Figure 1. Congestion heat map (run 1).
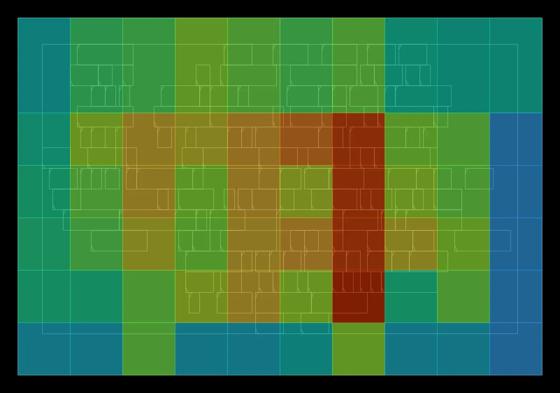
Figure 2. Zoomed window (run 1).
Region (20, 17) to (50, 47) µm. Cells in gray, sequential cells in the stronger gray; small squares are vias.
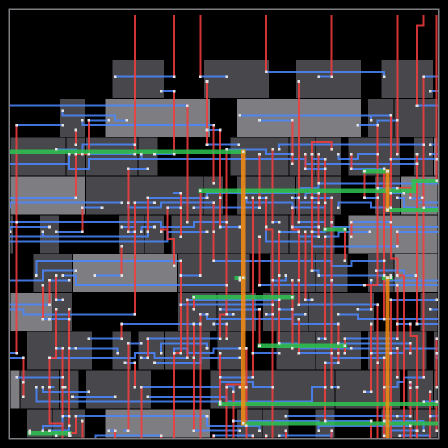
Figure 3. Gate families picked out (run 1).
Scale: 6 px per µm.
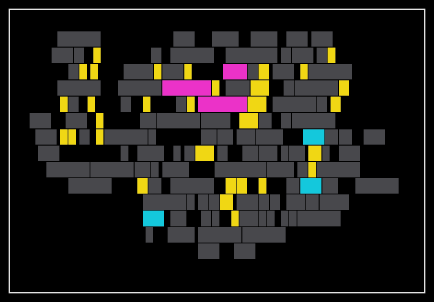
File: config.mk
export PLATFORM = sky130hd
export DESIGN_NAME = mux_scan_serializer
export DESIGN_NICKNAME = d
export VERILOG_FILES = /design/src/rtl/mux_scan_pkg.sv /design/src/rtl/mux_8x1.sv /design/src/rtl/mux_scan_serializer.sv
export SDC_FILE = /design/constraint.sdc
export NUM_CORES = 1
export LEC_CHECK = 0
export CORE_AREA = 3 3 66 44
export DETAILED_ROUTE_END_ITERATION = 6
export DIE_AREA = 0 0 69 47
export MAX_ROUTING_LAYER = met4
export PLACE_DENSITY = 0.68
export SLEW_MARGIN = 30
export SYNTH_ARGS = -nofsm -noshare
export SYNTH_HDL_FRONTEND = slang
export SYNTH_SLANG_ARGS = --single-unit
File: constraint.sdc
create_clock -name clk -period 2.24 [get_ports clk]
set_input_delay 0.336 -clock clk [delete_from_list [all_inputs] [get_ports clk]]
set_output_delay 0.336 -clock clk [all_outputs]
set_load 0.01 [all_outputs]
File: src/rtl/mux_scan_pkg.sv
// Shared types and constants for the mux scan serializer.
// Scan order is chosen by MUX_SCAN_MSB_FIRST_EN (undefined: channel 0 up to 7).
package mux_scan_pkg;

    localparam int N_CH  = 8;
    localparam int SEL_W = 3;

    typedef enum logic [1:0] {
        IDLE = 2'd0,
        SCAN = 2'd1,
        DONE = 2'd2
    } state_t;

`ifdef MUX_SCAN_MSB_FIRST_EN
    localparam logic [SEL_W-1:0] FIRST_CH = 3'd7;
    localparam logic [SEL_W-1:0] LAST_CH  = 3'd0;
`else
    localparam logic [SEL_W-1:0] FIRST_CH = 3'd0;
    localparam logic [SEL_W-1:0] LAST_CH  = 3'd7;
`endif

    // Channel that follows ch in the configured scan order.
    function automatic logic [SEL_W-1:0] next_ch(input logic [SEL_W-1:0] ch);
`ifdef MUX_SCAN_MSB_FIRST_EN
        return ch - 3'd1;
`else
        return ch + 3'd1;
`endif
    endfunction

endpackage

File: src/rtl/mux_8x1.sv
// Existing 8:1 single-bit mux datapath.
module mux_8x1 (
    input  logic [7:0] in,
    input  logic [2:0] sel,
    output logic       out
);

    assign out = in[sel];

endmodule

File: src/rtl/mux_scan_serializer.sv
// Serializes a captured 8-bit word through mux_8x1, one channel per dwell period.
// Scan order follows MUX_SCAN_MSB_FIRST_EN (see mux_scan_pkg).
//
// state | meaning
// ------+-------------------------------------------------------------
// IDLE  | waiting for start; captures data_in on the accepting edge
// SCAN  | stepping sel through all channels, DWELL cycles each
// DONE  | one-cycle completion pulse, sel holds the last channel
module mux_scan_serializer
    import mux_scan_pkg::*;
#(
    parameter int DWELL = 1
) (
    input  logic             clk,
    input  logic             rst,
    input  logic             start,
    input  logic [7:0]       data_in,
    output logic [SEL_W-1:0] sel,
    output logic             bit_out,
    output logic             bit_valid,
    output logic             busy,
    output logic             done
);

    localparam logic [7:0] LAST_CNT = 8'(DWELL - 1);

    state_t           state, state_n;
    logic [SEL_W-1:0] sel_n;
    logic [7:0]       dwell_cnt, dwell_cnt_n;
    logic [7:0]       captured_word, captured_word_n;

    // State, select, dwell timer and captured word registers.
    always_ff @(posedge clk) begin
        if (rst) begin
            state         <= IDLE;
            sel           <= '0;
            dwell_cnt     <= '0;
            captured_word <= '0;
        end else begin
            state         <= state_n;
            sel           <= sel_n;
            dwell_cnt     <= dwell_cnt_n;
            captured_word <= captured_word_n;
        end
    end

    // Next-state logic and decoded status outputs.
    always_comb begin
        state_n         = state;
        sel_n           = sel;
        dwell_cnt_n     = dwell_cnt;
        captured_word_n = captured_word;
        busy            = 1'b0;
        done            = 1'b0;
        bit_valid       = 1'b0;
        case (state)
            IDLE: begin
                if (start) begin
                    captured_word_n = data_in;
                    sel_n           = FIRST_CH;
                    dwell_cnt_n     = '0;
                    state_n         = SCAN;
                end
            end
            SCAN: begin
                busy = 1'b1;
                if (dwell_cnt == LAST_CNT) begin
                    bit_valid   = 1'b1;
                    dwell_cnt_n = '0;
                    // sel never wraps: the last channel ends the scan.
                    if (sel == LAST_CH) begin
                        state_n = DONE;
                    end else begin
                        sel_n = next_ch(sel);
                    end
                end else begin
                    dwell_cnt_n = dwell_cnt + 8'd1;
                end
            end
            DONE: begin
                done    = 1'b1;
                state_n = IDLE;
            end
            default: begin
                state_n = IDLE;
            end
        endcase
    end

    mux_8x1 u_mux (
        .in  (captured_word),
        .sel (sel),
        .out (bit_out)
    );

endmodule

==> summary.txt, run 1 <==
run metrics: status complete, no violations, Syn. warnings 0, WS Path Type flop to primary output, RSZ-0062 raised after global routing false, Critical Path, Cell by Cell mux4_2, mux2_2, dlymetal6s2s_1, Seq. cell area about 420 µm², pwr/cell area ~580 nW/µm², Logic area just under 600 µm², Crit path buffers/inverters 1, number of OpenROAD warnings 27, Yosys cell types 35, Critical Path End Type primary output, H-tree Lvls 1, Repair and plain buffers 20, worst hold stages 2, Worst Reg-to-Reg Cells 7, Multi-In Gates approximately 90, pre-CTS WS about 0.18 ns, Crit Reg-Reg Startpoint dwell_cnt[0], Setup WS post-layout about 0.32 ns, setup violators final 0, largest net degree at the start of global routing 15, Worst Path Arrival about 1.6 ns, n_taps 32, R2R setup slack 0.47 ns, number of buffers created by CTS 3, Registers, synthesis 21, Routed met3 length roughly 120 µm, flop share of the area ~32%, Logic pwr share between 10% and 20%, DRC 0, final setup TNS 0 ns, placed cells 165, drt first pass iters 5, layout cells sized above 1 around 12%, register share of total power 52.6%, type of origin of the critical path flop, slowest CP cell mux4_2, FP Util between 40% and 50%, final non-filler cell area about 1300 µm², cells in synth_stat.txt 119, global-route wire length before repair between 3000 and 4000 µm, Comb area share a little under half, Syn Inst Count about 120, top cell type's share of synthesized area between 40% and 50%, die extent in y 47 µm, # diodes 0, FF-to-FF End dwell_cnt[4], CTS tree done, sw frac between 20% and 30%, Worst Hold Class flop to flop, biggest area cells dfxtp_1 (41%), nand2_1 (6.9%), a21oi_1 (6.8%), ha_1 (4.8%), mux4_2 (4.3%), Routed WL between 2000 and 2500 µm, DP HPWL ~1800 µm, clk buf depth 2, Slew headroom 66.0%, clock-pin slew on the worst setup and hold paths 0.08 ns, fin crit period 1.92 ns, Post-synth seq share approximately two fifths, num ports 18, met1 Usage GRT 21.0%, hold slack 0.456 ns, Hold Vio Cnt, Final 0, fin crit share between 80% and 90%, filler cell count between 200 and 250, clock sink total 21, Clock Tree Root clkbuf_8, Max Freq between 500 and 600 MHz, syn_area_per_cell roughly 8.7 µm², crit path from sel[0], total power ~750 µW, YS chip area approximately 1000 µm²
Notes on Figure 1 above:
fin util: 55.0%
GRT Overall Usage: 16.1%
GR Util met2: 23.5%
GR peak layer: met2
DR WL/cell: 14.2 µm

Notes on Figure 2 above:
| color | layer |
|---|---|
| blue | metal 1 |
| red | metal 2 |
| orange | metal 4 |
| green | metal 3 |
cells with their middle in the window: 63
netlist names of flops here include: captured_word (3)
most frequent: nand2_1 (7), a21oi_1 (6)
sequential cells in the window: 6

Notes on Figure 3 above:
| color | family | cells |
|---|---|---|
| magenta | multiplexers | 3 |
| yellow | NAND gates | 31 |
| cyan | AND-OR and OR-AND gates | 3 |

## run 1: worst reg2reg max path, delay by kind of cell, from the launching register on
family,cells,cell delay [ns]
AND-OR/OR-AND,2,0.63
flip-flops,1,0.41
AND/OR/NAND/NOR,2,0.22
buffers and inverters,2,0.21
adder cells (fa/ha/maj),1,0.20
## run 1: cells in the mapped netlist
master    instances
o21ai_1           2
nor2b_1           2
a211oi_1          2
a21oi_2           1
dfxtp_1          21
or2_1             1
o21ai_0           1
a311o_1           1
ha_1              4
nor4b_1           1
nand2_1          19
a311oi_1          2
buf_2             1
inv_2             1
and2_1            1
nor4b_4           1
and4bb_1          1
nand4b_1          4
mux4_2            2
and3_1            3
o21bai_1          1
a22oi_1           1
nand2b_1          1
nor3_1            3
inv_1             2
o21ba_2           1
clkbuf_1          4
mux2_2            1
nor3_2            1
a21oi_1          14
nand3_1           6
nor3b_1           1
a221o_1           1
nor2_1           10
nand4_1           1
## run 1: cells by family (layout without fill, tap and decap cells)
family	Yosys count	after routing	synth area share, %
AND-OR/OR-AND	27	27	16.5
adder cells (fa/ha/maj)	4	4	4.83
buffers and inverters	8	27	3.01
flip-flops	21	21	40.5
multiplexers	3	3	5.43
AND/OR/NAND/NOR	56	56	29.7
## run 1: power by group through the flow
stage | sequential (µW) | combinational [µW] | clock, µW
2_1_floorplan | 403 | 54.1 | 0
3_3_place_gp | 404 | 96.9 | 0
3_5_place_dp | 406 | 98.7 | 0
4_1_cts | 397 | 101 | 261
5_1_grt | 398 | 110 | 274
6_report | 397 | 101 | 256
## run 1: repair_timing
item	4_1_cts	5_1_grt
endpoints found under the setup margin	2	2
buffers inserted	1	0
resized	3	2
endpoints found under the hold margin	0	0
## run 1: sequential cells by signal, summed over array words and instances (netlist names)
register / flops
captured_word: 8
dwell_cnt: 8
sel: 3
state: 2
Figure 4. M1 wires (run 1).
Scale: 6 px per µm. Supply wires on this layer in gray.
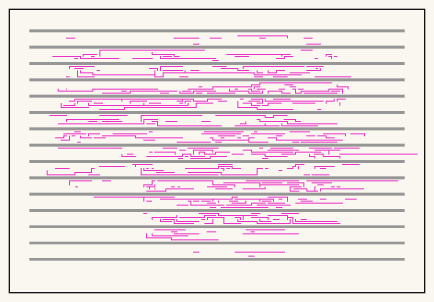

==> run 2, diff against run 1 <==
--- a/config.mk
+++ b/config.mk
@@ -10,6 +10,7 @@
 export DIE_AREA = 0 0 69 47
 export MAX_ROUTING_LAYER = met4
 export PLACE_DENSITY = 0.68
+export SKIP_CTS_REPAIR_TIMING = 1
 export SLEW_MARGIN = 30
 export SYNTH_ARGS = -nofsm -noshare
 export SYNTH_HDL_FRONTEND = slang
Figure 5. M1 wires (run 2).
Scale: 6 px per µm. Supply wires on this layer in gray.
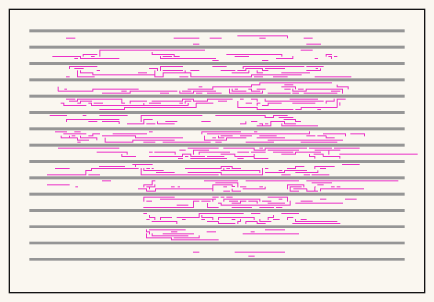
wire length on this layer: 1220 µm
main direction: horizontal
total number of vias: 945
met1 Usage GRT: 20.7%
Routed WL: 2400 µm

Figure 6. Gate families picked out (run 2).
Scale: 6 px per µm.
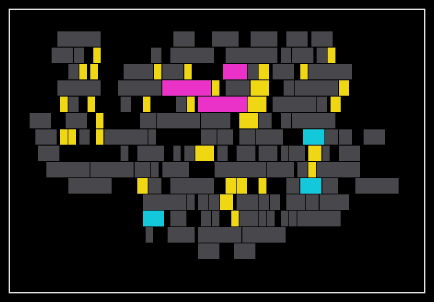
| color | family | cells |
|---|---|---|
| magenta | multiplexers | 3 |
| yellow | NAND gates | 31 |
| cyan | AND-OR and OR-AND gates | 3 |

==> summary.txt, run 2 <==
run metrics: placed cells 165 (unchanged), Crit path buffers/inverters 1 (unchanged), YS chip area 1040 µm² (unchanged), RSZ-0062 raised after global routing false, Worst Path Arrival 1.58 ns (about the same), most instantiated cells after synthesis dfxtp_1 (21), nand2_1 (19), a21oi_1 (14), Syn. warnings 0 (unchanged), number of OpenROAD warnings 27 (unchanged), biggest area cells dfxtp_1 (41%), nand2_1 (6.9%), a21oi_1 (6.8%), ha_1 (4.8%), mux4_2 (4.3%), crit path from sel[0], H-tree Lvls 1 (unchanged), pwr/cell area 575 nW/µm² (about the same), top cell type's share of synthesized area 40.5% (unchanged), fin util 55.0% (unchanged), Critical Path End Type primary output, number of buffers created by CTS 3 (unchanged), Crit Reg-Reg Startpoint dwell_cnt[0], Slew headroom 66.9% (+0.90 points), Synth Flop Type dfxtp_1, Yosys cell types 35 (unchanged), register share of total power 52.7% (about the same), clock sink total 21 (unchanged), pre-CTS WS 0.184 ns (unchanged), Clock Tree Root clkbuf_8, hold slack 0.457 ns (+0.000749 ns), R2R setup slack 0.48 ns (about the same), GRT Overall Usage 15.9% (-0.14 points), Logic pwr share 13.3% (about the same), die extent in y 47 µm (unchanged), Hold Vio Cnt, Final 0 (unchanged), status complete, no violations, final setup TNS 0 ns (unchanged), # diodes 0 (unchanged), FF-to-FF End dwell_cnt[4], CTS tree done
Figure 7. Signal wires by layer (run 2).
Scale: 6 px per µm. Two of the layers only.
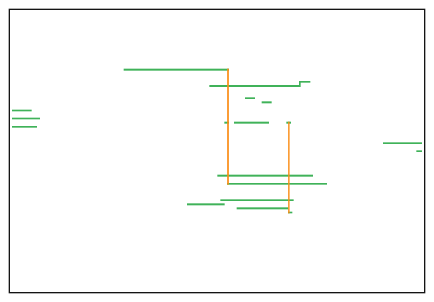
| color | layer | wire length |
|---|---|---|
| orange | metal 4 | 34.0 µm |
| green | metal 3 | 120 µm |

-- run 2: power groups by stage --
| stage | Combinational, µW | Sequential [µW] | Clock [µW] |
|---|---|---|---|
| floorplan | 54.1 | 403 | 0 |
| global placement | 96.9 | 404 | 0 |
| detailed placement | 98.7 | 406 | 0 |
| CTS | 99.5 | 397 | 261 |
| global route | 110 | 398 | 274 |
| finish | 100 | 397 | 256 |
-- run 2: per-layer routing --
| layer | global-route usage [%] | vias to the layer above | wire (µm) |
|---|---|---|---|
| met1 | 20.7 | 442 | 1220 |
| met3 | 5.13 | 5 | 119 |
| met5 | - | - | 0 |
| met4 | 5.84 | 0 | 34 |
| met2 | 23.3 | 28 | 1030 |
| li1 | - | 470 | - |
-- run 2: worst min path at each step --
stage                startpoint               end  slack (ns)
4_1_cts        captured_word[2]  captured_word[2]        0.46
5_1_grt        captured_word[0]  captured_word[0]        0.48
2_1_floorplan  captured_word[2]  captured_word[2]        0.43
3_3_place_gp   captured_word[5]  captured_word[5]        0.44
3_5_place_dp   captured_word[2]  captured_word[2]        0.45
6_report       captured_word[0]  captured_word[0]        0.46
-- run 2: cells by family (layout without fill, tap and decap cells) --
kind of cell / count (synthesis) / in the layout / share of synthesized area (%)
AOI/OAI and AO/OA: 27 / 27 / 16.5
adders and majority gates: 4 / 4 / 4.83
buffers and inverters: 8 / 27 / 3.01
DFF: 21 / 21 / 40.5
muxes: 3 / 3 / 5.43
and+or+nand+nor: 56 / 56 / 29.7
-- run 2: area by class of cell --
| type | count | area [µm²] |
|---|---|---|
| repair buffers | 20 | 198 |
| well taps | 32 | 40.0 |
| multi-input cells | 90 | 591 |
| flip-flops and latches | 21 | 424 |
| clock inverters | 1 | 5.00 |
| fillers | 226 | 1070 |
| inverters | 3 | 11.3 |
| clock buffers | 3 | 41.3 |
==> run 3, diff against run 2 <==
--- a/config.mk
+++ b/config.mk
@@ -5,6 +5,7 @@
 export SDC_FILE = /design/constraint.sdc
 export NUM_CORES = 1
 export LEC_CHECK = 0
+export CAP_MARGIN = 15
 export CORE_AREA = 3 3 66 44
 export DETAILED_ROUTE_END_ITERATION = 6
 export DIE_AREA = 0 0 69 47
Figure 8. Zoomed window (run 3).
Region (20, 17) to (50, 47) µm. Cells in gray, sequential cells in the stronger gray; small squares are vias.
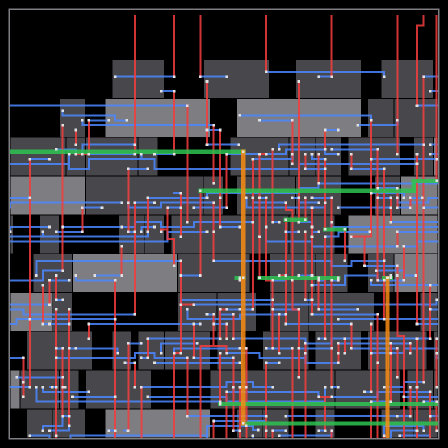
| color | layer |
|---|---|
| orange | metal 4 |
| blue | metal 1 |
| green | metal 3 |
| red | metal 2 |
sequential cells in the window: 6
most frequent: nand2_1 (7), a21oi_1 (6)
netlist names of flops here include: captured_word (3)
cells with their middle in the window: 63

Figure 9. Signal wires by layer (run 3).
Scale: 6 px per µm. Two of the layers only.
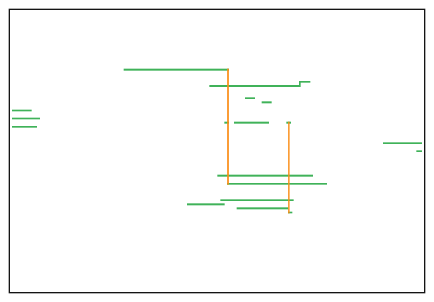
| color | layer | wire length |
|---|---|---|
| orange | metal 4 | 34.0 µm |
| green | metal 3 | 120 µm |
GRT Overall Usage: 15.9%
DR WL/cell: 14.1 µm

==> summary.txt, run 3 <==
run metrics: flip-flops with a built-in enable 0, Clock Tree Root clkbuf_8, top cell type's share of synthesized area 40.5% (unchanged), Registers, synthesis 21, num ports 18, Hold Vio Cnt, Final 0 (unchanged), async set-or-reset flop fraction in the synthesized netlist 0%, placed cells 165 (unchanged), # diodes 0 (unchanged), Synth Flop Type dfxtp_1, pwr/cell area 575 nW/µm² (unchanged), total number of vias 945 (unchanged), status complete, no violations, WS Path Type flop to primary output, Vias/cell roughly 5.6, RSZ-0062 raised after global routing false, Setup WS post-layout between 0.3 and 0.4 ns, clk_lat worst skew ~0.27 ns, syn_area_per_cell 8.72 µm², Syn. warnings 0 (unchanged), cells in synth_stat.txt approximately 120, final non-filler cell area about 1300 µm², YS chip area 1040 µm² (unchanged), placer's final routability congestion estimate around 0.84, pins over their slew limit 0, most instantiated cells after synthesis dfxtp_1 (21), nand2_1 (19), a21oi_1 (14), Cell Area, Synth 1040 µm², H-tree Lvls 1 (unchanged), hold slack 0.457 ns (unchanged), Critical Path, Cell by Cell mux4_2, mux2_2, dlymetal6s2s_1, pre-CTS WS 0.184 ns (unchanged), number of buffers created by CTS 3 (unchanged), slowest CP cell mux4_2, clock-pin slew on the worst setup and hold paths around 0.08 ns, Die Wd between 60 and 70 µm, Synth area leader dfxtp_1, Critical Path End Type primary output, fin crit period approximately 1.9 ns, drt first pass iters 4, fin util 55.0% (unchanged), largest net degree at the start of global routing 15, Worst Path Arrival 1.58 ns (about the same), Overflow after GRT 0, number of OpenROAD warnings 27 (unchanged), Max FO, Critical Path 6, filler cell count 226 (unchanged), Crit path buffers/inverters 1 (unchanged), die extent in y 47 µm (unchanged), Routed WL 2400 µm (unchanged), Yosys cell types 35 (unchanged), DP HPWL about 1800 µm, CTS tree done, clock sink total 21 (unchanged), GR peak layer met2, type of origin of the critical path flop, biggest area cells dfxtp_1 (41%), nand2_1 (6.9%), a21oi_1 (6.8%), ha_1 (4.8%), mux4_2 (4.3%), DRC 0, die area 3240 µm², final setup TNS 0 ns (unchanged), Slew headroom 66.9% (unchanged), met1 Usage GRT 20.7% (unchanged)
Figure 10. Congestion heat map (run 3).
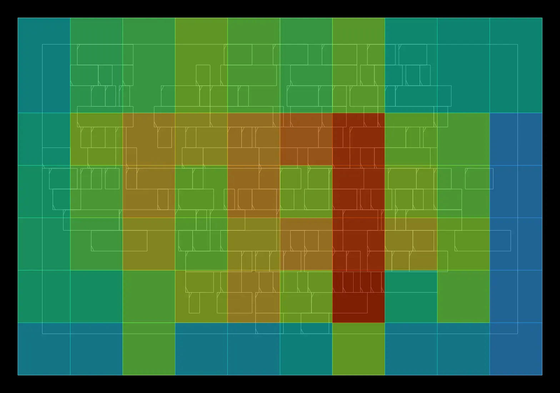
routing usage on met3: 5.13%
GR Util met2: 23.3%

## run 3: kinds of logic (layout without fill, tap and decap cells)
kind of cell | after synthesis | in the layout | share of synthesized area [%]
AND/OR/NAND/NOR | 56 | 56 | 29.7
AND-OR/OR-AND | 27 | 27 | 16.5
flip-flops | 21 | 21 | 40.5
buffers and inverters | 8 | 27 | 3.01
adder cells (fa/ha/maj) | 4 | 4 | 4.83
multiplexers | 3 | 3 | 5.43
## run 3: layout make-up
type	instances	area, µm²	area share [%]
Sequential cell	21	424	32.4
Inverter	3	11.3	0.860
Tap cell	32	40.0	3.06
Timing Repair Buffer	20	198	15.1
Clock inverter	1	5.00	0.382
Clock buffer	3	41.3	3.15
Multi-Input combinational cell	90	591	45.1
## run 3: path summary, 6_finish.rpt
| kind | from | to | slack [ns] | depth (start not counted) |
|---|---|---|---|---|
| worst min register to register | captured_word[0] | captured_word[0] | 0.46 | 2 |
| worst max-delay path | sel[0] | bit_out | 0.32 | 3 |
| worst min-delay path | captured_word[0] | captured_word[0] | 0.46 | 2 |
| worst max register to register | dwell_cnt[0] | dwell_cnt[4] | 0.48 | 7 |
## run 3: report_power, final
part           internal [µW]  switching [µW]  total (µW)
registers                386            10.7         397
logic                   50.4            49.9         100
clock network            124             131         256
total                    561             192         753
## run 3: worst register-to-register path: cells and delay by family, from the launching register on
family | cells | cell delay, ns
fa+ha+maj | 1 | 0.20
flops | 1 | 0.41
simple gates | 2 | 0.23
compound gates | 2 | 0.62
buf+inv | 2 | 0.21
## run 3: layer usage
metal	wire [µm]	up-vias
met4	34	0
met3	119	5
met1	1220	442
li1	-	470
met5	0	-
met2	1030	28
Power and IR drop assume default switching activity.
